## config.mk

```make
export PLATFORM = sky130hd
export DESIGN_NAME = key_event_ctrl_flat
export DESIGN_NICKNAME = d
export VERILOG_FILES = /design/src/rtl/key_event_if.sv /design/src/rtl/key_event_ctrl.sv /design/src/flat_wrapper.sv
export SDC_FILE = /design/constraint.sdc
export NUM_CORES = 1
export LEC_CHECK = 0
export ABC_CLOCK_PERIOD_IN_PS = 3900
export CORE_ASPECT_RATIO = 0.5
export CORE_MARGIN = 2
export CORE_UTILIZATION = 55
export CTS_CLUSTER_SIZE = 40
export DETAILED_ROUTE_END_ITERATION = 6
export GPL_TIMING_DRIVEN = 0
export PLACE_DENSITY = 0.76
export SLEW_MARGIN = 20
export SYNTH_ARGS = -nofsm -noshare
export SYNTH_HDL_FRONTEND = slang
export SYNTH_SLANG_ARGS = --single-unit
```

## constraint.sdc

```tcl
create_clock -name clk -period 3.9 [get_ports clk]
set_input_delay 1.17 -clock clk [delete_from_list [all_inputs] [get_ports clk]]
set_output_delay 1.17 -clock clk [all_outputs]
set_load 0.005 [all_outputs]
```

## src/rtl/key_event_if.sv

```systemverilog
// Event stream between the key controller and the menu/UI logic.
//
// Handshake: the producer asserts evt_valid with evt_key/evt_code and keeps
// all three stable until a cycle in which evt_ready is also high; that cycle
// is the transfer. The producer may present a new event in the very next
// cycle. evt_ready has no effect while evt_valid is low. evt_overflow is a
// one-cycle pulse that does not take part in the handshake.
interface key_event_if #(
    parameter int KEY_W = 2
);
    logic             evt_valid;
    logic             evt_ready;
    logic [KEY_W-1:0] evt_key;
    logic [1:0]       evt_code;
    logic             evt_overflow;

    modport master (
        output evt_valid,
        output evt_key,
        output evt_code,
        output evt_overflow,
        input  evt_ready
    );

    modport slave (
        input  evt_valid,
        input  evt_key,
        input  evt_code,
        input  evt_overflow,
        output evt_ready
    );
endinterface

```

## src/rtl/key_event_ctrl.sv

```systemverilog
// Multi-key debounce and event scheduler for front-panel buttons.
// A shared prescaler produces a sample tick; each key has a debounce counter
// and an IDLE/HELD/REPEAT state machine. Events are parked in a one-deep
// slot per key and a round-robin arbiter moves them onto the event stream.
// An event raised while its slot is empty and the output can load goes
// straight to the output register in the same cycle.
module key_event_ctrl #(
    parameter  int NKEYS        = 4,
    parameter  int TICK_DIV     = 256,
    parameter  int STABLE_TICKS = 4,
    parameter  int LONG_TICKS   = 64,
    parameter  int REPEAT_TICKS = 16,
    localparam int KEY_W        = (NKEYS > 1) ? $clog2(NKEYS) : 1
) (
    input  logic               clk,
    input  logic               rst,
    input  logic [NKEYS-1:0]   key_raw,
    output logic [NKEYS-1:0]   key_state,
    output logic [2*NKEYS-1:0] o_dbg_fsm,
    key_event_if.master        evt
);

    localparam int PW   = $clog2(TICK_DIV);
    localparam int SW   = $clog2(STABLE_TICKS + 1);
    localparam int HMAX = (LONG_TICKS > REPEAT_TICKS) ? LONG_TICKS : REPEAT_TICKS;
    localparam int HW   = $clog2(HMAX + 1);
    localparam int KW1  = KEY_W + 1;

    localparam logic [1:0] EVT_PRESS   = 2'b00;
    localparam logic [1:0] EVT_RELEASE = 2'b01;
    localparam logic [1:0] EVT_LONG    = 2'b10;
    localparam logic [1:0] EVT_REPEAT  = 2'b11;

    typedef enum logic [1:0] {
        ST_IDLE   = 2'd0,
        ST_HELD   = 2'd1,
        ST_REPEAT = 2'd2
    } key_fsm_t;

    // Synchronizer, prescaler and per-key state
    logic [NKEYS-1:0] r_sync1;
    logic [NKEYS-1:0] r_sync2;
    logic [PW-1:0]    r_presc;
    logic [NKEYS-1:0] r_key_state;
    logic [SW-1:0]    r_stable_cnt [NKEYS];
    logic [HW-1:0]    r_hold_cnt   [NKEYS];
    key_fsm_t         r_fsm        [NKEYS];

    // Pending slots and output stage
    logic [NKEYS-1:0] r_pend;
    logic [1:0]       r_pend_code  [NKEYS];
    logic [KEY_W-1:0] r_ptr;
    logic             r_evt_valid;
    logic [KEY_W-1:0] r_evt_key;
    logic [1:0]       r_evt_code;
    logic             r_ovf;

    logic             w_tick;
    logic [NKEYS-1:0] w_diff;
    logic [NKEYS-1:0] w_accept;
    logic [NKEYS-1:0] w_hold_hit;
    logic [NKEYS-1:0] w_raise;
    logic [1:0]       w_raise_code [NKEYS];
    logic [SW-1:0]    w_stable_inc [NKEYS];
    logic [HW-1:0]    w_hold_inc   [NKEYS];

    logic [NKEYS-1:0] w_cand;
    logic [1:0]       w_cand_code  [NKEYS];
    logic [NKEYS-1:0] w_rot;
    logic             w_found;
    logic [KEY_W-1:0] w_off;
    logic [KW1-1:0]   w_sum;
    logic [KEY_W-1:0] w_idx;
    logic             w_can_load;
    logic             w_grant;
    logic [NKEYS-1:0] w_grant_vec;
    logic [1:0]       w_grant_code;
    logic [NKEYS-1:0] w_ovf_vec;

    assign w_tick = (r_presc == PW'(TICK_DIV - 1));

    // Two-flop synchronizer on the raw keys and the free-running sample prescaler
    always_ff @(posedge clk) begin
        if (rst) begin
            r_sync1 <= '0;
            r_sync2 <= '0;
            r_presc <= '0;
        end else begin
            r_sync1 <= key_raw;
            r_sync2 <= r_sync1;
            r_presc <= w_tick ? '0 : r_presc + 1'b1;
        end
    end

    // Per-key tick decisions: debounce acceptance, hold expiry, and the event they raise
    always_comb begin
        w_diff     = '0;
        w_accept   = '0;
        w_hold_hit = '0;
        w_raise    = '0;
        for (int k = 0; k < NKEYS; k++) begin
            w_stable_inc[k] = r_stable_cnt[k] + 1'b1;
            w_hold_inc[k]   = r_hold_cnt[k] + 1'b1;
            w_diff[k]       = r_sync2[k] ^ r_key_state[k];
            w_accept[k]     = w_tick && w_diff[k] && (w_stable_inc[k] == SW'(STABLE_TICKS));
            if (r_fsm[k] == ST_HELD)
                w_hold_hit[k] = w_tick && (w_hold_inc[k] == HW'(LONG_TICKS));
            else if (r_fsm[k] == ST_REPEAT)
                w_hold_hit[k] = w_tick && (w_hold_inc[k] == HW'(REPEAT_TICKS));
            // A level change wins over a long/repeat due in the same tick
            w_raise[k] = w_accept[k] || w_hold_hit[k];
            if (w_accept[k])
                w_raise_code[k] = r_key_state[k] ? EVT_RELEASE : EVT_PRESS;
            else
                w_raise_code[k] = (r_fsm[k] == ST_HELD) ? EVT_LONG : EVT_REPEAT;
        end
    end

    // Debounce counters, debounced levels and the per-key hold/repeat FSMs
    always_ff @(posedge clk) begin
        if (rst) begin
            r_key_state <= '0;
            for (int k = 0; k < NKEYS; k++) begin
                r_stable_cnt[k] <= '0;
                r_hold_cnt[k]   <= '0;
                r_fsm[k]        <= ST_IDLE;
            end
        end else if (w_tick) begin
            for (int k = 0; k < NKEYS; k++) begin
                if (w_accept[k]) begin
                    r_key_state[k]  <= ~r_key_state[k];
                    r_stable_cnt[k] <= '0;
                    r_hold_cnt[k]   <= '0;
                    r_fsm[k]        <= r_key_state[k] ? ST_IDLE : ST_HELD;
                end else begin
                    r_stable_cnt[k] <= w_diff[k] ? w_stable_inc[k] : '0;
                    case (r_fsm[k])
                        ST_HELD: begin
                            if (w_hold_hit[k]) begin
                                r_hold_cnt[k] <= '0;
                                r_fsm[k]      <= ST_REPEAT;
                            end else begin
                                r_hold_cnt[k] <= w_hold_inc[k];
                            end
                        end
                        ST_REPEAT: begin
                            r_hold_cnt[k] <= w_hold_hit[k] ? '0 : w_hold_inc[k];
                        end
                        default: begin
                            r_hold_cnt[k] <= '0;
                        end
                    endcase
                end
            end
        end
    end

    // Round-robin pick among parked events plus events raised this cycle into empty slots
    always_comb begin
        w_cand = r_pend | w_raise;
        for (int k = 0; k < NKEYS; k++)
            w_cand_code[k] = r_pend[k] ? r_pend_code[k] : w_raise_code[k];
        w_rot   = NKEYS'({w_cand, w_cand} >> r_ptr);
        w_found = 1'b0;
        w_off   = '0;
        for (int i = 0; i < NKEYS; i++) begin
            if (!w_found && w_rot[i]) begin
                w_found = 1'b1;
                w_off   = KEY_W'(i);
            end
        end
        w_sum        = {1'b0, r_ptr} + {1'b0, w_off};
        w_idx        = (w_sum >= KW1'(NKEYS)) ? KEY_W'(w_sum - KW1'(NKEYS)) : KEY_W'(w_sum);
        w_can_load   = !r_evt_valid || evt.evt_ready;
        w_grant      = w_can_load && w_found;
        w_grant_vec  = '0;
        w_grant_code = EVT_PRESS;
        w_ovf_vec    = '0;
        for (int k = 0; k < NKEYS; k++) begin
            w_grant_vec[k] = w_grant && (w_idx == KEY_W'(k));
            if (w_grant && (w_idx == KEY_W'(k)))
                w_grant_code = w_cand_code[k];
            // An occupied slot that is not being granted loses either the old or the new event
            w_ovf_vec[k] = w_raise[k] && r_pend[k] && !(w_grant && (w_idx == KEY_W'(k)));
        end
    end

    // Pending slots, output register, arbitration pointer and overflow pulse
    always_ff @(posedge clk) begin
        if (rst) begin
            r_pend      <= '0;
            r_ptr       <= '0;
            r_evt_valid <= 1'b0;
            r_evt_key   <= '0;
            r_evt_code  <= '0;
            r_ovf       <= 1'b0;
            for (int k = 0; k < NKEYS; k++)
                r_pend_code[k] <= '0;
        end else begin
            r_ovf <= |w_ovf_vec;
            if (w_can_load) begin
                r_evt_valid <= w_found;
                if (w_found) begin
                    r_evt_key  <= w_idx;
                    r_evt_code <= w_grant_code;
                    r_ptr      <= (w_idx == KEY_W'(NKEYS - 1)) ? '0 : w_idx + 1'b1;
                end
            end
            for (int k = 0; k < NKEYS; k++) begin
                if (w_grant_vec[k]) begin
                    // The granted slot hands over its old event and takes any new one
                    r_pend[k] <= r_pend[k] && w_raise[k];
                    if (r_pend[k] && w_raise[k])
                        r_pend_code[k] <= w_raise_code[k];
                end else if (w_raise[k] && (w_accept[k] || !r_pend[k])) begin
                    r_pend[k]      <= 1'b1;
                    r_pend_code[k] <= w_raise_code[k];
                end
            end
        end
    end

    // Flatten the per-key FSM states for observation
    always_comb begin
        o_dbg_fsm = '0;
        for (int k = 0; k < NKEYS; k++)
            o_dbg_fsm[2*k +: 2] = r_fsm[k];
    end

    assign key_state        = r_key_state;
    assign evt.evt_valid    = r_evt_valid;
    assign evt.evt_key      = r_evt_key;
    assign evt.evt_code     = r_evt_code;
    assign evt.evt_overflow = r_ovf;

endmodule

```

## src/flat_wrapper.sv

```systemverilog
// flat-port wrapper written by rule: the top's interface ports become plain ports
module key_event_ctrl_flat 
#(
    parameter  int NKEYS        = 4,
    parameter  int TICK_DIV     = 256,
    parameter  int STABLE_TICKS = 4,
    parameter  int LONG_TICKS   = 64,
    parameter  int REPEAT_TICKS = 16,
    localparam int KEY_W        = (NKEYS > 1) ? $clog2(NKEYS) : 1
)
  (clk, rst, key_raw, key_state, o_dbg_fsm, evt_evt_valid, evt_evt_key, evt_evt_code, evt_evt_overflow, evt_evt_ready);
  key_event_if #(.KEY_W(2)) evt_i ();
  input  logic clk;
  input  logic rst;
  input  logic [NKEYS-1:0] key_raw;
  output logic [NKEYS-1:0] key_state;
  output logic [2*NKEYS-1:0] o_dbg_fsm;
  output wire logic [$bits(evt_i.evt_valid)-1:0] evt_evt_valid;
  output wire logic [$bits(evt_i.evt_key)-1:0] evt_evt_key;
  output wire logic [$bits(evt_i.evt_code)-1:0] evt_evt_code;
  output wire logic [$bits(evt_i.evt_overflow)-1:0] evt_evt_overflow;
  input wire logic [$bits(evt_i.evt_ready)-1:0] evt_evt_ready;
  assign evt_evt_valid = evt_i.evt_valid;
  assign evt_evt_key = evt_i.evt_key;
  assign evt_evt_code = evt_i.evt_code;
  assign evt_evt_overflow = evt_i.evt_overflow;
  assign evt_i.evt_ready = evt_evt_ready;
  key_event_ctrl #(.NKEYS(NKEYS), .TICK_DIV(TICK_DIV), .STABLE_TICKS(STABLE_TICKS), .LONG_TICKS(LONG_TICKS), .REPEAT_TICKS(REPEAT_TICKS)) u_core (.clk(clk), .rst(rst), .key_raw(key_raw), .key_state(key_state), .o_dbg_fsm(o_dbg_fsm), .evt(evt_i));
endmodule
```

==> images/met1.png <==
Bar = 50 um. Supply wires on this layer in gray. Cells faint in the background.
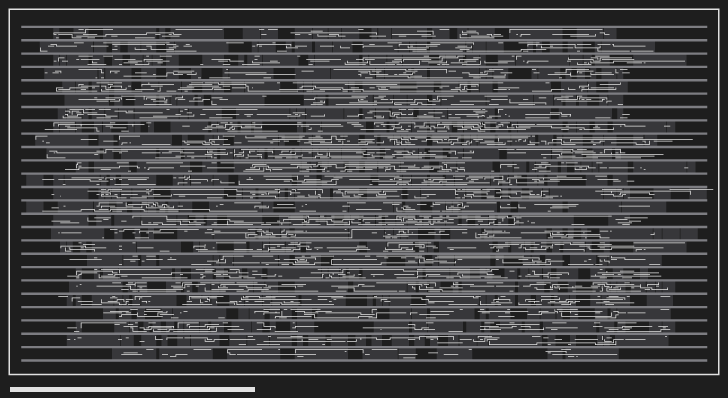
- wire length on this layer: 6020 um
- longest straight run: 42.8 um
- nets with wire on the layer: 660
- share of all routed wire: 45%
Total Wirelength: 13200 um
GR Util met1: 32.6%
DR vias: 4659

==> images/final_congestion.png <==
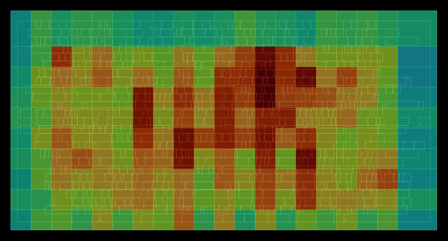
met3 usage: 5.41%
All-Layer GR Usage: 24.4%
DR WL/cell: 16.5 um

==> images/drive_strength.png <==
Bar = 50 um.
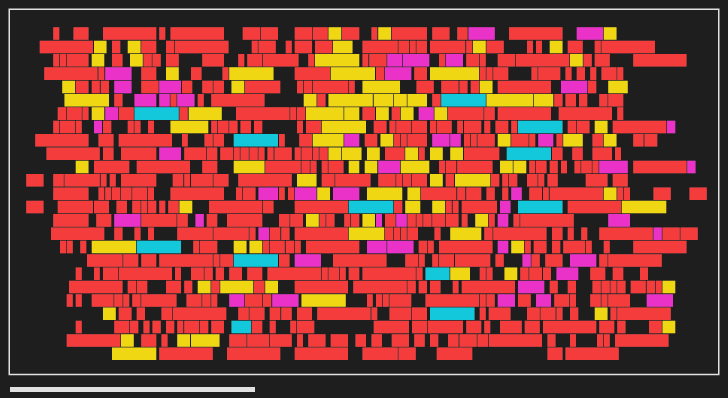
- drive 3 to 4: yellow (cells 91; share 14%; most used buf_4)
- drive 6 and up: cyan (cells 12; share 1.8%; most used clkbuf_16)
- drive 2: magenta (cells 51; share 7.7%; most used ha_2)
- drive 1 or less: red (cells 512; share 77%; most used nor2_1)
final worst slack: -0.290 ns
area grow syn2layout: 28.3%

==> images/zoom.png <==
Bar = 10 um. Region (52, 2) to (92, 42) um. Cells in gray, sequential cells in the stronger gray; small squares are vias.
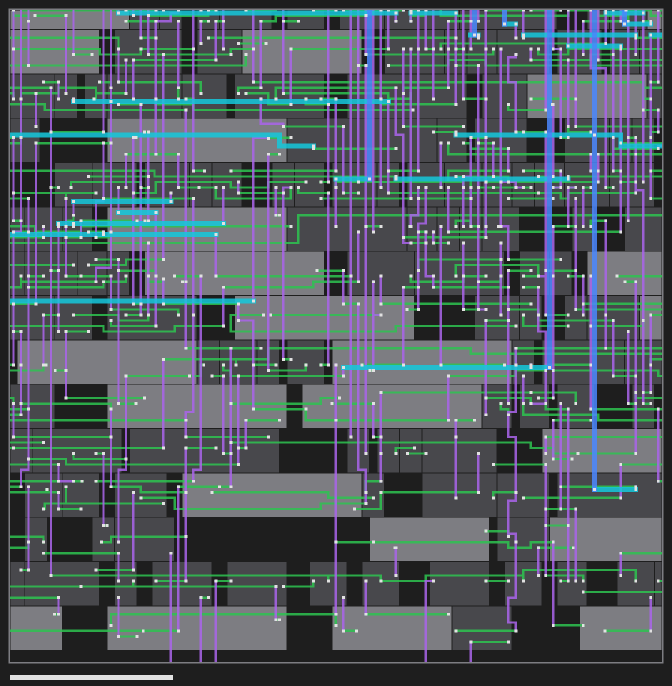
- met1: green
- met2: purple
- met3: cyan
- met4: blue
- netlist names of flops here include: u_core.r_stable_cnt (5), u_core.r_pend_code (4), u_core.r_fsm (2)
- sequential cells in the window: 17
- cells with their middle in the window: 119
- most frequent: nor2_1 (13), edfxtp_1 (11), buf_4 (7)

==> images/met2.png <==
Bar = 50 um. Cells faint in the background.
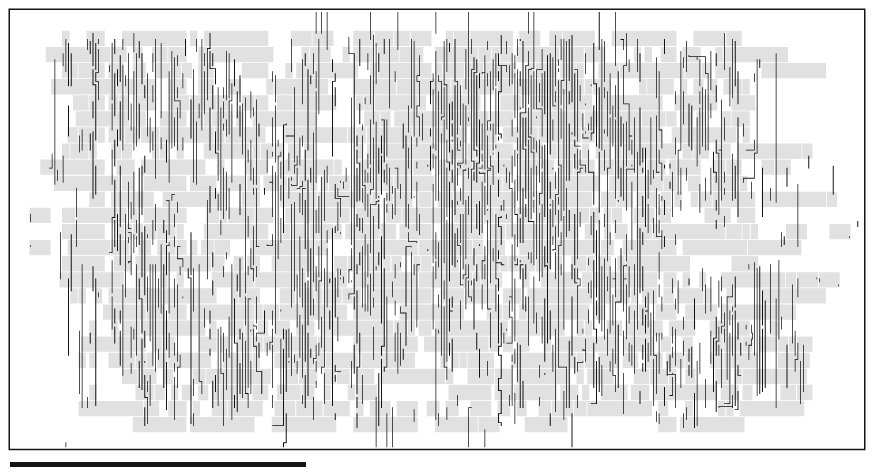
- nets with wire on the layer: 587
- share of all routed wire: 48%
- longest straight run: 40.6 um
- wire length on this layer: 6320 um

==> impl_metrics.tcl <==
# yosys + openroad results
set metrics [dict create \
    edf_count 56 \
    setup-violations-final 20 \
    io_pins 25 \
    first_iter_violations 322 \
    signal_buffers 99 \
    seq_share_pct 33.4 \
    drv_cap 0 \
    status "complete, but fails checks" \
    violations "setup timing" \
    highest_layer "met4" \
    clk_path_buf_depth 2 \
    chip_area_mm2 0.0107 \
    num-multi-input-gates 437 \
    reg_top3 "u_core.r_hold_cnt: 28 flops, u_core.r_stable_cnt: 12 flops" \
    cp_common_cell "ha_2" \
    final_cell_mix "nor2_1 (66), edfxtp_1 (56), buf_4 (50)" \
    min_to "u_core.r_sync2[0]$_SDFF_PP0_" \
    cts_max_level 3 \
    fin_ws_ns -0.290 \
    final_area_mm2 0.00695 \
    crit_end "u_core.evt.evt_code[0]$_SDFFE_PP0N_" \
]
